File: src/rtl/wall_collision_unit_if.sv
// Bundles the ball-state inputs and the collision event outputs of the wall collision unit.
interface wall_collision_unit_if #(
  parameter int COORD_W = 10,
  parameter int CNT_W   = 8
);
  logic               en;
  logic               frame_tick;
  logic               relaunch;
  logic [COORD_W-1:0] ball_x;
  logic [COORD_W-1:0] ball_y;
  logic               dx_neg;
  logic               dy_neg;
  logic               left_hit;
  logic               right_hit;
  logic               top_hit;
  logic               bottom_miss;
  logic               ball_lost;
  logic [CNT_W-1:0]   hit_count;

  modport master (
    output en, frame_tick, relaunch, ball_x, ball_y, dx_neg, dy_neg,
    input  left_hit, right_hit, top_hit, bottom_miss, ball_lost, hit_count
  );

  modport slave (
    input  en, frame_tick, relaunch, ball_x, ball_y, dx_neg, dy_neg,
    output left_hit, right_hit, top_hit, bottom_miss, ball_lost, hit_count
  );
endinterface

File: src/rtl/wall_collision_unit.sv
// Breakout playfield-boundary collision detector: per-frame wall hit pulses with holdoff,
// bottom-miss detection with a LOST state, and a saturating wall-hit counter.
module wall_collision_unit #(
  parameter int COORD_W   = 10,
  parameter int X_MIN     = 0,
  parameter int X_MAX     = 319,
  parameter int Y_MIN     = 0,
  parameter int Y_MAX     = 239,
  parameter int BALL_SIZE = 4,
  parameter int HOLDOFF   = 2,
  parameter int CNT_W     = 8
) (
  input  logic                  clk,
  input  logic                  rst,
  wall_collision_unit_if.slave  bus
);

  localparam int HOLD_W = (HOLDOFF > 1) ? $clog2(HOLDOFF + 1) : 1;
  localparam int EXT_W  = COORD_W + 1;

  typedef enum logic [1:0] {S_IDLE, S_ARMED, S_HOLD, S_LOST} state_t;

  state_t             state, state_nxt;
  logic [HOLD_W-1:0]  hold_cnt, hold_nxt;
  logic [CNT_W-1:0]   hit_cnt, hit_nxt;
  logic               left_q, right_q, top_q, miss_q, lost_q;
  logic               left_nxt, right_nxt, top_nxt, miss_nxt;

  // Far edges are computed one bit wider so a ball near the coordinate limit cannot wrap.
  logic [EXT_W-1:0] left_e, right_e, top_e, bottom_e;
  logic             cond_l, cond_r, cond_t, cond_b;

  always_comb begin
    left_e   = {1'b0, bus.ball_x};
    top_e    = {1'b0, bus.ball_y};
    right_e  = left_e + EXT_W'(BALL_SIZE - 1);
    bottom_e = top_e  + EXT_W'(BALL_SIZE - 1);
    cond_l   = (left_e   <= EXT_W'(X_MIN)) &  bus.dx_neg;
    cond_r   = (right_e  >= EXT_W'(X_MAX)) & ~bus.dx_neg;
    cond_t   = (top_e    <= EXT_W'(Y_MIN)) &  bus.dy_neg;
    cond_b   = (bottom_e >= EXT_W'(Y_MAX)) & ~bus.dy_neg;
  end

  // NOTE: every always_comb output gets a default before any branch, so no path infers a latch.
  always_comb begin
    state_nxt = state;
    hold_nxt  = hold_cnt;
    hit_nxt   = hit_cnt;
    left_nxt  = 1'b0;
    right_nxt = 1'b0;
    top_nxt   = 1'b0;
    miss_nxt  = 1'b0;

    if (!bus.en) begin
      state_nxt = S_IDLE;
    end else begin
      unique case (state)
        S_IDLE:  state_nxt = S_ARMED;
        S_ARMED: begin
          if (bus.frame_tick) begin
            if (cond_b) begin
              miss_nxt  = 1'b1;
              state_nxt = S_LOST;
            end else if (cond_l | cond_r | cond_t) begin
              // Left wins when both side walls qualify.
              left_nxt  = cond_l;
              right_nxt = cond_r & ~cond_l;
              top_nxt   = cond_t;
              if (hit_cnt != {CNT_W{1'b1}}) hit_nxt = hit_cnt + CNT_W'(1);
              if (HOLDOFF != 0) begin
                hold_nxt  = HOLD_W'(HOLDOFF);
                state_nxt = S_HOLD;
              end
            end
          end
        end
        S_HOLD: begin
          if (bus.frame_tick) begin
            if (hold_cnt <= HOLD_W'(1)) begin
              hold_nxt  = '0;
              state_nxt = S_ARMED;
            end else begin
              hold_nxt  = hold_cnt - HOLD_W'(1);
            end
          end
        end
        S_LOST: begin
          if (bus.relaunch) begin
            hit_nxt   = '0;
            state_nxt = S_ARMED;
          end
        end
        default: state_nxt = S_IDLE;
      endcase
    end
  end

  // NOTE: sequential state uses non-blocking assignments so every flop samples pre-edge values.
  always_ff @(posedge clk or posedge rst) begin
    if (rst) begin
      state    <= S_IDLE;
      hold_cnt <= '0;
      hit_cnt  <= '0;
      left_q   <= 1'b0;
      right_q  <= 1'b0;
      top_q    <= 1'b0;
      miss_q   <= 1'b0;
      lost_q   <= 1'b0;
    end else begin
      state    <= state_nxt;
      hold_cnt <= hold_nxt;
      hit_cnt  <= hit_nxt;
      left_q   <= left_nxt;
      right_q  <= right_nxt;
      top_q    <= top_nxt;
      miss_q   <= miss_nxt;
      lost_q   <= (state_nxt == S_LOST);
    end
  end

  assign bus.left_hit    = left_q;
  assign bus.right_hit   = right_q;
  assign bus.top_hit     = top_q;
  assign bus.bottom_miss = miss_q;
  assign bus.ball_lost   = lost_q;
  assign bus.hit_count   = hit_cnt;

endmodule
File: src/flat_wrapper.sv
// flat-port wrapper written by rule: the top's interface ports become plain ports
module wall_collision_unit_flat 
#(
  parameter int COORD_W   = 10,
  parameter int X_MIN     = 0,
  parameter int X_MAX     = 319,
  parameter int Y_MIN     = 0,
  parameter int Y_MAX     = 239,
  parameter int BALL_SIZE = 4,
  parameter int HOLDOFF   = 2,
  parameter int CNT_W     = 8
)
  (clk, rst, bus_en, bus_frame_tick, bus_relaunch, bus_ball_x, bus_ball_y, bus_dx_neg, bus_dy_neg, bus_left_hit, bus_right_hit, bus_top_hit, bus_bottom_miss, bus_ball_lost, bus_hit_count);
  wall_collision_unit_if #(.COORD_W(COORD_W), .CNT_W(CNT_W)) bus_i ();
  input  logic clk;
  input  logic rst;
  input wire logic [$bits(bus_i.en)-1:0] bus_en;
  input wire logic [$bits(bus_i.frame_tick)-1:0] bus_frame_tick;
  input wire logic [$bits(bus_i.relaunch)-1:0] bus_relaunch;
  input wire logic [$bits(bus_i.ball_x)-1:0] bus_ball_x;
  input wire logic [$bits(bus_i.ball_y)-1:0] bus_ball_y;
  input wire logic [$bits(bus_i.dx_neg)-1:0] bus_dx_neg;
  input wire logic [$bits(bus_i.dy_neg)-1:0] bus_dy_neg;
  output wire logic [$bits(bus_i.left_hit)-1:0] bus_left_hit;
  output wire logic [$bits(bus_i.right_hit)-1:0] bus_right_hit;
  output wire logic [$bits(bus_i.top_hit)-1:0] bus_top_hit;
  output wire logic [$bits(bus_i.bottom_miss)-1:0] bus_bottom_miss;
  output wire logic [$bits(bus_i.ball_lost)-1:0] bus_ball_lost;
  output wire logic [$bits(bus_i.hit_count)-1:0] bus_hit_count;
  assign bus_i.en = bus_en;
  assign bus_i.frame_tick = bus_frame_tick;
  assign bus_i.relaunch = bus_relaunch;
  assign bus_i.ball_x = bus_ball_x;
  assign bus_i.ball_y = bus_ball_y;
  assign bus_i.dx_neg = bus_dx_neg;
  assign bus_i.dy_neg = bus_dy_neg;
  assign bus_left_hit = bus_i.left_hit;
  assign bus_right_hit = bus_i.right_hit;
  assign bus_top_hit = bus_i.top_hit;
  assign bus_bottom_miss = bus_i.bottom_miss;
  assign bus_ball_lost = bus_i.ball_lost;
  assign bus_hit_count = bus_i.hit_count;
  wall_collision_unit #(.COORD_W(COORD_W), .X_MIN(X_MIN), .X_MAX(X_MAX), .Y_MIN(Y_MIN), .Y_MAX(Y_MAX), .BALL_SIZE(BALL_SIZE), .HOLDOFF(HOLDOFF), .CNT_W(CNT_W)) u_core (.clk(clk), .rst(rst), .bus(bus_i));
endmodule
File: config.mk
export PLATFORM = sky130hd
export DESIGN_NAME = wall_collision_unit_flat
export DESIGN_NICKNAME = d
export VERILOG_FILES = /design/src/rtl/wall_collision_unit_if.sv /design/src/rtl/wall_collision_unit.sv /design/src/flat_wrapper.sv
export SDC_FILE = /design/constraint.sdc
export NUM_CORES = 1
export LEC_CHECK = 0
export CORE_MARGIN = 2
export CORE_UTILIZATION = 35
export DETAILED_ROUTE_END_ITERATION = 8
export SLEW_MARGIN = 30
export SYNTH_ARGS = -nofsm -noshare
export SYNTH_HDL_FRONTEND = slang
export SYNTH_SLANG_ARGS = --single-unit
export TNS_END_PERCENT = 5
File: constraint.sdc
create_clock -name clk -period 3.5 [get_ports clk]
set_input_delay 0.35 -clock clk [delete_from_list [all_inputs] [get_ports clk]]
set_output_delay 0.35 -clock clk [all_outputs]
set_load 0.1 [all_outputs]
m1.png
Bar = 20 µm. Cells faint in the background.
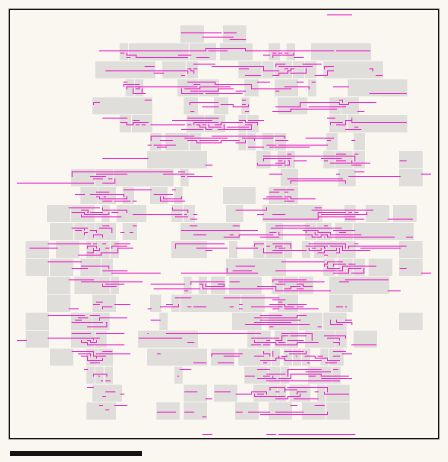
main direction	horizontal
nets with wire on the layer	208
wire length on this layer	1,470 µm
longest straight run	16.1 µm
share of all routed wire	44%

m2.png
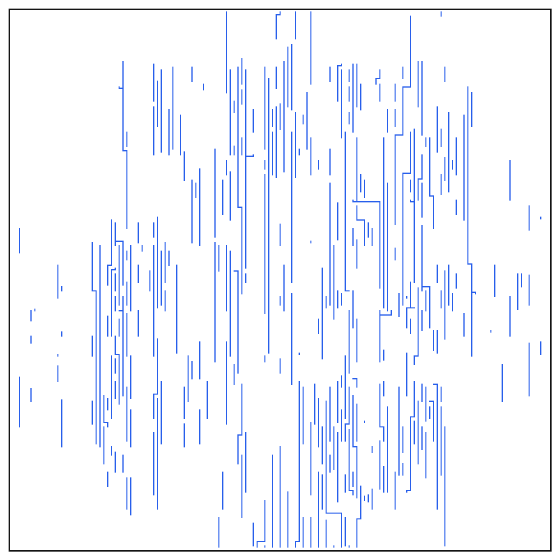
longest straight run	33.0 µm
main direction	vertical

==> reports/results.ini <==
[synth]
ys_chip_area_um2=1290
xor_share_pct=0
synth_stat.cells=156
syn-num-nets=188
yosysUniqueCellTypes=45
top_cell_area_share_pct=32.9

[route]
met2_length_um=1700
postRouteAntennaNets=0
drc=0
wl_per_cell_um=13.6
drtIter0Drc=97

[timing]
timing.final.ws_setup_ns=0.627
finalSetupViolations=0
worst_pin_slew_ns=0.975
fin_skew_ns=0.00260
slew_viol_final=0

[worst_setup_path]
crit_chain=clkdlybuf4s50_1, inv_1, ha_1, inv_1, a2111oi_0, nor3_1, a31oi_1, nand2_1, or4_1, a21oi_1

[run]
tool_warnings=28
cap_violations=0

[power_and_ir_drop]
switchingPower_mw=0.378
total_power_mw=0.805
p_int_mw=0.428
power-per-cell-area_nw_per_um2=454
ir_drop_mv=0.150
power_frac_clock_pct=18.1

[clock_tree]
cts_tree=built
numCtsBuffers=3

[outcome]
status=finished clean

[grt]
grt-busiest-layer=met2
grt_util_all_layers_pct=17.4
met2_usage_pct=31.4

[layout]
final_core_util_pct=49.2
comb_area_share_pct=45.7
layout.cells.non_filler=244
area_delta_synth_final_pct=36.9
buf_share_pct=22.4
clkCellAreaFrac_pct=2.54
flops=17
inverters=9

[die]
tapCellCount=48
die_w_um=64.8

[placement]
place.port_buffers=39
dp_slack_ns=0.427

m3.png
Bar = 20 µm.
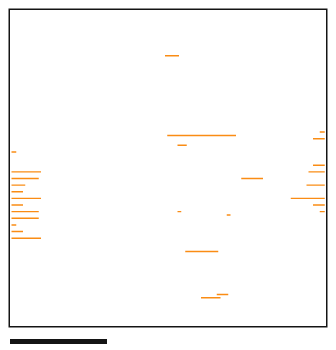
longest straight run	13.8 µm
share of all routed wire	3.0%
main direction	horizontal
met3 usage: 2.26%
DR vias: 1,378
Total Wirelength: 3320 µm

-- sequential cells by signal, summed over array words and instances (netlist names) --
name / cells
u_core.bus.left_hit: 1
u_core.bus.top_hit: 1
u_core.bus.ball_lost: 1
u_core.bus.bottom_miss: 1
u_core.bus.right_hit: 1
u_core.hold_cnt: 2
u_core.state: 2
u_core.bus.hit_count: 8
-- worst paths after layout --
path,from,depth (start not counted),slack (ns),to
max,bus_ball_y[0],10,0.63,u_core.bus.hit_count[6]
min,rst,2,0.49,u_core.bus.top_hit
max reg2reg,u_core.state[1],6,1.21,u_core.bus.hit_count[6]
min reg2reg,u_core.hold_cnt[0],1,0.52,u_core.hold_cnt[1]
max in group asynchronous,rst,2,2.59,u_core.bus.hit_count[1]
min in group clk,u_core.hold_cnt[0],1,0.52,u_core.hold_cnt[1]
Power and IR drop assume default switching activity.
